Supply network:
Bar = 50 um. Pins as bars on the die edge.
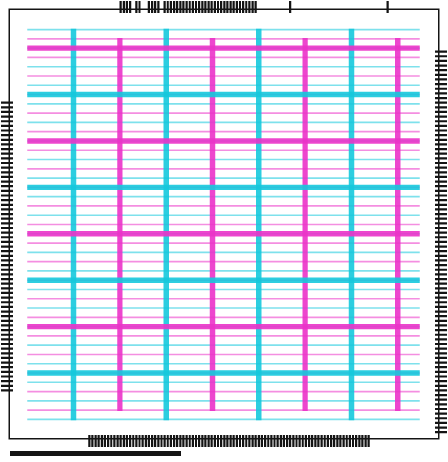
Placement by cell class:
Bar = 50 um.
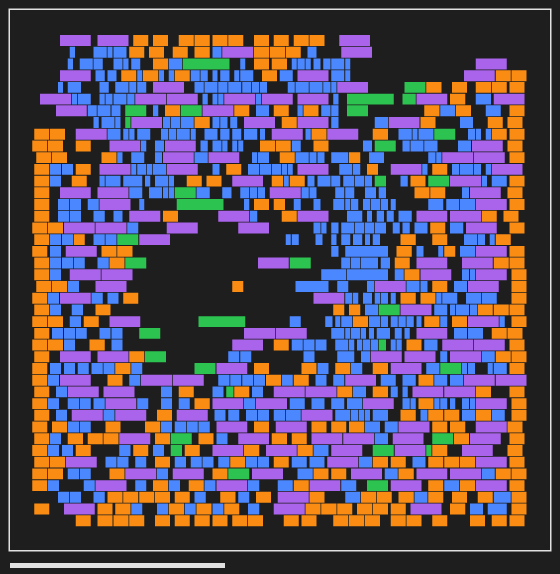
==> src/rtl/rv32i_pkg.sv <==
// Shared RV32I definitions: datapath width, ALU operation codes, base opcodes
// and the decoded-instruction payload handed from decode to execute.
package rv32i_pkg;

    localparam int unsigned DATA_WIDTH = 32;
    localparam int unsigned ALU_CODE_W = 6;
    localparam int unsigned REG_ADDR_W = 5;
    localparam int unsigned OPCODE_W   = 7;
    localparam int unsigned FUNCT3_W   = 3;
    localparam int unsigned FUNCT7_W   = 7;

    typedef logic [ALU_CODE_W-1:0] alu_code_t;
    typedef logic [OPCODE_W-1:0]   opcode_t;

    localparam alu_code_t ALU_RAM  = 6'b000000;
    localparam alu_code_t ALU_ADD  = 6'b000001;
    localparam alu_code_t ALU_SLT  = 6'b000010;
    localparam alu_code_t ALU_SLTU = 6'b000011;
    localparam alu_code_t ALU_SLL  = 6'b000100;
    localparam alu_code_t ALU_SRL  = 6'b000101;
    localparam alu_code_t ALU_SRA  = 6'b000110;
    localparam alu_code_t ALU_XOR  = 6'b000111;
    localparam alu_code_t ALU_OR   = 6'b001000;
    localparam alu_code_t ALU_AND  = 6'b001001;
    localparam alu_code_t ALU_SUB  = 6'b001010;
    localparam alu_code_t ALU_NOP  = 6'b111111;

    localparam opcode_t OPC_OP     = 7'b0110011;
    localparam opcode_t OPC_OP_IMM = 7'b0010011;
    localparam opcode_t OPC_LOAD   = 7'b0000011;
    localparam opcode_t OPC_STORE  = 7'b0100011;
    localparam opcode_t OPC_LUI    = 7'b0110111;
    localparam opcode_t OPC_AUIPC  = 7'b0010111;

    localparam logic [FUNCT7_W-1:0] F7_BASE = 7'b0000000;
    localparam logic [FUNCT7_W-1:0] F7_ALT  = 7'b0100000;

    typedef struct packed {
        alu_code_t               alu_code;
        logic [DATA_WIDTH-1:0]   oprand_a;
        logic [DATA_WIDTH-1:0]   oprand_b;
        logic [DATA_WIDTH-1:0]   store_data;
        logic [REG_ADDR_W-1:0]   rd_addr;
        logic                    rd_we;
        logic                    mem_rd;
        logic                    mem_wr;
        logic                    illegal;
    } decode_t;

    // Bubble payload: no operation, no side effects.
    localparam decode_t DECODE_IDLE = '{alu_code: ALU_NOP, default: '0};

    // ALU code for funct3 with the base (0000000) funct7 encoding.
    function automatic alu_code_t base_alu_code(input logic [FUNCT3_W-1:0] funct3);
        case (funct3)
            3'b000:  return ALU_ADD;
            3'b001:  return ALU_SLL;
            3'b010:  return ALU_SLT;
            3'b011:  return ALU_SLTU;
            3'b100:  return ALU_XOR;
            3'b101:  return ALU_SRL;
            3'b110:  return ALU_OR;
            default: return ALU_AND;
        endcase
    endfunction

endpackage

==> src/rtl/rv32i_decoder.sv <==
// Combinational RV32I decoder: instruction word plus operands in, ALU code,
// operand pair, memory/writeback control and illegal flag out.
module rv32i_decoder
    import rv32i_pkg::*;
(
    input  logic [DATA_WIDTH-1:0] instr,
    input  logic [DATA_WIDTH-1:0] pc,
    input  logic [DATA_WIDTH-1:0] rs1_data,
    input  logic [DATA_WIDTH-1:0] rs2_data,
    output decode_t               dec_c
);

    opcode_t                 opcode;
    logic [FUNCT3_W-1:0]     funct3;
    logic [FUNCT7_W-1:0]     funct7;
    logic [REG_ADDR_W-1:0]   rd;
    logic [DATA_WIDTH-1:0]   imm_i;
    logic [DATA_WIDTH-1:0]   imm_s;
    logic [DATA_WIDTH-1:0]   imm_u;
    logic [DATA_WIDTH-1:0]   shamt;
    decode_t                 raw;
    logic                    legal;

    assign opcode = instr[6:0];
    assign funct3 = instr[14:12];
    assign funct7 = instr[31:25];
    assign rd     = instr[11:7];
    assign imm_i  = {{20{instr[31]}}, instr[31:20]};
    assign imm_s  = {{20{instr[31]}}, instr[31:25], instr[11:7]};
    assign imm_u  = {instr[31:12], 12'b0};
    assign shamt  = DATA_WIDTH'(instr[24:20]);

    // Field extraction per opcode; legality decided alongside.
    always_comb begin
        raw   = DECODE_IDLE;
        legal = 1'b0;
        case (opcode)
            OPC_OP: begin
                raw.oprand_a = rs1_data;
                raw.oprand_b = rs2_data;
                raw.rd_addr  = rd;
                raw.rd_we    = 1'b1;
                if (funct7 == F7_BASE) begin
                    legal        = 1'b1;
                    raw.alu_code = base_alu_code(funct3);
                end else if (funct7 == F7_ALT && funct3 == 3'b000) begin
                    legal        = 1'b1;
                    raw.alu_code = ALU_SUB;
                end else if (funct7 == F7_ALT && funct3 == 3'b101) begin
                    legal        = 1'b1;
                    raw.alu_code = ALU_SRA;
                end
            end
            OPC_OP_IMM: begin
                raw.oprand_a = rs1_data;
                raw.oprand_b = imm_i;
                raw.rd_addr  = rd;
                raw.rd_we    = 1'b1;
                raw.alu_code = base_alu_code(funct3);
                case (funct3)
                    3'b001: begin
                        raw.oprand_b = shamt;
                        legal        = (funct7 == F7_BASE);
                    end
                    3'b101: begin
                        raw.oprand_b = shamt;
                        if (funct7 == F7_BASE) begin
                            legal = 1'b1;
                        end else if (funct7 == F7_ALT) begin
                            legal        = 1'b1;
                            raw.alu_code = ALU_SRA;
                        end
                    end
                    default: legal = 1'b1;
                endcase
            end
            OPC_LOAD: begin
                legal        = 1'b1;
                raw.alu_code = ALU_RAM;
                raw.oprand_a = rs1_data;
                raw.oprand_b = imm_i;
                raw.rd_addr  = rd;
                raw.rd_we    = 1'b1;
                raw.mem_rd   = 1'b1;
            end
            OPC_STORE: begin
                legal          = 1'b1;
                raw.alu_code   = ALU_RAM;
                raw.oprand_a   = rs1_data;
                raw.oprand_b   = imm_s;
                raw.store_data = rs2_data;
                raw.mem_wr     = 1'b1;
            end
            OPC_LUI: begin
                legal        = 1'b1;
                raw.alu_code = ALU_ADD;
                raw.oprand_b = imm_u;
                raw.rd_addr  = rd;
                raw.rd_we    = 1'b1;
            end
            OPC_AUIPC: begin
                legal        = 1'b1;
                raw.alu_code = ALU_ADD;
                raw.oprand_a = pc;
                raw.oprand_b = imm_u;
                raw.rd_addr  = rd;
                raw.rd_we    = 1'b1;
            end
            default: legal = 1'b0;
        endcase
    end

    // Illegal encodings collapse to a side-effect-free bubble; x0 never writes back.
    always_comb begin
        dec_c = raw;
        if (!legal) begin
            dec_c         = DECODE_IDLE;
            dec_c.illegal = 1'b1;
        end else if (raw.rd_addr == '0) begin
            dec_c.rd_we = 1'b0;
        end
    end

endmodule

==> src/rtl/rv32i_decode_stage.sv <==
// Decode/issue stage: one-deep registered output slot between fetch/regfile
// read and the ALU, with valid/ready handshake, flush and issue counter.
module rv32i_decode_stage
    import rv32i_pkg::*;
(
    input  logic                  clk,
    input  logic                  rst,
    input  logic                  in_valid,
    output logic                  in_ready,
    input  logic [DATA_WIDTH-1:0] instr,
    input  logic [DATA_WIDTH-1:0] pc,
    input  logic [DATA_WIDTH-1:0] rs1_data,
    input  logic [DATA_WIDTH-1:0] rs2_data,
    input  logic                  flush,
    output logic                  out_valid,
    input  logic                  out_ready,
    output logic [ALU_CODE_W-1:0] alu_code,
    output logic [DATA_WIDTH-1:0] oprand_a,
    output logic [DATA_WIDTH-1:0] oprand_b,
    output logic [DATA_WIDTH-1:0] store_data,
    output logic [REG_ADDR_W-1:0] rd_addr,
    output logic                  rd_we,
    output logic                  mem_rd,
    output logic                  mem_wr,
    output logic                  illegal,
    output logic [DATA_WIDTH-1:0] issue_count
);

    decode_t dec_c;
    decode_t out_q;
    logic    accept_c;
    logic    xfer_c;

    rv32i_decoder u_decoder (
        .instr    (instr),
        .pc       (pc),
        .rs1_data (rs1_data),
        .rs2_data (rs2_data),
        .dec_c    (dec_c)
    );

    // Slot can take a new instruction when empty or draining this cycle.
    assign in_ready = !out_valid || out_ready;
    assign accept_c = in_valid && in_ready && !flush;
    assign xfer_c   = out_valid && out_ready;

    always_ff @(posedge clk) begin
        if (rst) begin
            out_valid   <= 1'b0;
            out_q       <= DECODE_IDLE;
            issue_count <= '0;
        end else begin
            if (xfer_c) begin
                issue_count <= issue_count + DATA_WIDTH'(1);
            end
            // Emptied slot keeps stale data but never presents a live ALU op.
            if (flush) begin
                out_valid      <= 1'b0;
                out_q.alu_code <= ALU_NOP;
            end else if (accept_c) begin
                out_valid <= 1'b1;
                out_q     <= dec_c;
            end else if (xfer_c) begin
                out_valid      <= 1'b0;
                out_q.alu_code <= ALU_NOP;
            end
        end
    end

    assign alu_code   = out_q.alu_code;
    assign oprand_a   = out_q.oprand_a;
    assign oprand_b   = out_q.oprand_b;
    assign store_data = out_q.store_data;
    assign rd_addr    = out_q.rd_addr;
    assign rd_we      = out_q.rd_we;
    assign mem_rd     = out_q.mem_rd;
    assign mem_wr     = out_q.mem_wr;
    assign illegal    = out_q.illegal;

endmodule

==> config.mk <==
export PLATFORM = sky130hd
export DESIGN_NAME = rv32i_decode_stage
export DESIGN_NICKNAME = d
export VERILOG_FILES = /design/src/rtl/rv32i_pkg.sv /design/src/rtl/rv32i_decoder.sv /design/src/rtl/rv32i_decode_stage.sv
export SDC_FILE = /design/constraint.sdc
export NUM_CORES = 1
export LEC_CHECK = 0
export CAP_MARGIN = 20
export CORE_MARGIN = 5
export CORE_UTILIZATION = 47
export CTS_BUF_LIST = sky130_fd_sc_hd__clkbuf_8
export DETAILED_ROUTE_END_ITERATION = 6
export PLACE_DENSITY = 0.93
export SLEW_MARGIN = 10
export SYNTH_ARGS = -nofsm -noshare
export SYNTH_HDL_FRONTEND = slang
export SYNTH_SLANG_ARGS = --single-unit
==> constraint.sdc <==
create_clock -name clk -period 5.5 [get_ports clk]
set_input_delay 0.55 -clock clk [delete_from_list [all_inputs] [get_ports clk]]
set_output_delay 0.55 -clock clk [all_outputs]
set_load 0.05 [all_outputs]
==> reports/summary.log <==
qor: power_and_ir_drop.fin_total_pwr 2.18 mW
qor: final_timing.max_slew_margin 0.418
qor: synth.synth-edff-count 0
qor: worst_setup_path.crit_required 5850 ps
qor: power_and_ir_drop.switching_power 0.493 mW
qor: drt.dr_wl_met2 10.5 mm
qor: synth.synth.yosys.warnings 0
qor: global_routing.first_global_vias 5932
qor: synth.synth_area_per_cell 9.46 um2
qor: status.run_status complete, no violations
qor: clock_tree.max-clock-path-buffers 2
qor: global_routing.antenna_found_initial 0
qor: power_and_ir_drop.clockPowerShare 0.431
qor: floorplanning.design.die.area 15700 um2
qor: place.hpwlAfterDp 15.4 mm
qor: drt.avgRoutedWirePerCell 19.3 um
qor: drt.routed_vias_inst 5.78
qor: worst_setup_path.worstSetupStartpointType input port
qor: final_layout.nFillCells 934
qor: final_layout.antennaDiodeCount 0
qor: synth.seq_area_frac_synth 0.457
qor: drt.drtPass1Iterations 5
qor: final_timing.grt_setup_unrepaired no
qor: clock_tree.post_cts.repair.setup_buffers 0
qor: synth.syn-cell-area 6260 um2
qor: final_timing.setup_viol 0
qor: run.tool_warnings 28
qor: worst_setup_path.worst-setup-path-type in2reg
qor: place.detailedPlace.worstSlack 1400 ps
qor: power_and_ir_drop.netSwitchingFraction 0.226
qor: drt.drt_iter0_drc 532
qor: final_layout.finalNonFillerCells 1097
qor: worst_setup_path.crit_path_cell_trace clkdlybuf4s50_1, and3b_1, and2_0, buf_4, a32o_2, nand2b_2, o31ai_1
qor: clock_tree.cts_sinks 143
qor: drt.routed-via-count 6344
qor: global_routing.grt.total_usage 0.255
qor: synth.synth-cells-yosys 662
qor: final_layout.finalInstanceArea 9480 um2
qor: final_layout.syn_to_final_growth 51.4%
qor: floorplanning.floorplanUtilization 0.477
qor: floorplanning.rows 42
qor: final_layout.final-seq-area 2860 um2
qor: final_timing.finalWorstSetupSlack 1780 ps
qor: synth.yosys.stat.chipArea 6260 um2
qor: final_layout.lay_top_count sky130_fd_sc_hd__clkdlybuf4s50_1
qor: place.place.gp.congestion 0.873
qor: power_and_ir_drop.vdd_ir_drop_max 0.133 mV
qor: drt.met3WireLength 1.78 mm
qor: clock_tree.cts.repair.resized 0
qor: drt.drtAntennaViolNets 0
qor: floorplanning.top_level_ports 278
qor: power_and_ir_drop.power_report.internal_total 1.68 mW
qor: final_layout.finalCoreUtilization 0.722
qor: floorplanning.core_area 13100 um2
qor: drt.highest_layer met4
qor: worst_setup_path.critical_path.n_buffers_inverters 2
qor: final_timing.timing_hold_violations_final 0
qor: global_routing.overflow 0
qor: synth.ys_seq_elements 143
qor: final_timing.post-route-min-period 3720 ps
qor: final_layout.most_frequent_logic_cells_in_the_routed_design sky130_fd_sc_hd__clkdlybuf4s50_1, sky130_fd_sc_hd__dfxtp_1, sky130_fd_sc_hd__nand2_1
Back to the opening pictures, 'supply network':
- VSS: cyan
- VDD: magenta
- met5 straps: 8
- met4 straps: 8
- rows: 42

Back to the opening pictures, 'placement by cell class':
- combinational and other logic: blue (cells 461)
- other buffers and delay cells: orange (cells 285)
- flops: purple (cells 143)
- clock drivers and dummy loads: green (cells 32)

[worst paths after layout]
path / end / slack, ps / start / cells past startpoint
setup reg to reg: oprand_a[8] / 3200 / out_valid / 6
setup / recovery: oprand_a[8] / 1780 / instr[5] / 7
hold reg to reg: oprand_b[19] / 450 / oprand_b[19] / 2
hold / removal: issue_count[14] / 440 / rst / 2
[cells by family (layout without fill, tap and decap cells)]
kind of cell | after synthesis | count (layout) | synth area share
multiplexers | 7 | 7 | 0.0112
flip-flops | 143 | 143 | 0.457
AND/OR/NAND/NOR | 222 | 222 | 0.199
XOR/XNOR | 28 | 28 | 0.0392
buffers and inverters | 64 | 323 | 0.0506
AND-OR/OR-AND | 197 | 197 | 0.240
adder cells (fa/ha/maj) | 1 | 1 | 0.00200
[power groups by stage]
| stage | Combinational [mW] | Sequential, mW | Clock (mW) |
|---|---|---|---|
| 6_report | 0.202 | 1.04 | 0.938 |
| 5_1_grt | 0.213 | 1.04 | 0.997 |
| 4_1_cts | 0.201 | 1.04 | 0.952 |
| 3_5_place_dp | 0.199 | 1.06 | 0 |
| 3_3_place_gp | 0.197 | 1.06 | 0 |
| 2_1_floorplan | 0.0687 | 1.07 | 0 |
[metal layers]
metal  track usage  vias up
met5             0        -
met4         0.105        0
met3        0.0793       44
met2         0.436      332
met1         0.296     2989
li1              -     2979
[area by class of cell]
cell class / instances / area share
tap: 176 / 0.0232
multi-input combinational: 455 / 0.326
sequential: 143 / 0.302
clock inverter: 11 / 0.0170
timing repair buffer: 285 / 0.299
clock buffer: 21 / 0.0305
inverter: 6 / 0.00238
Power is estimated from default activity; no workload was simulated.
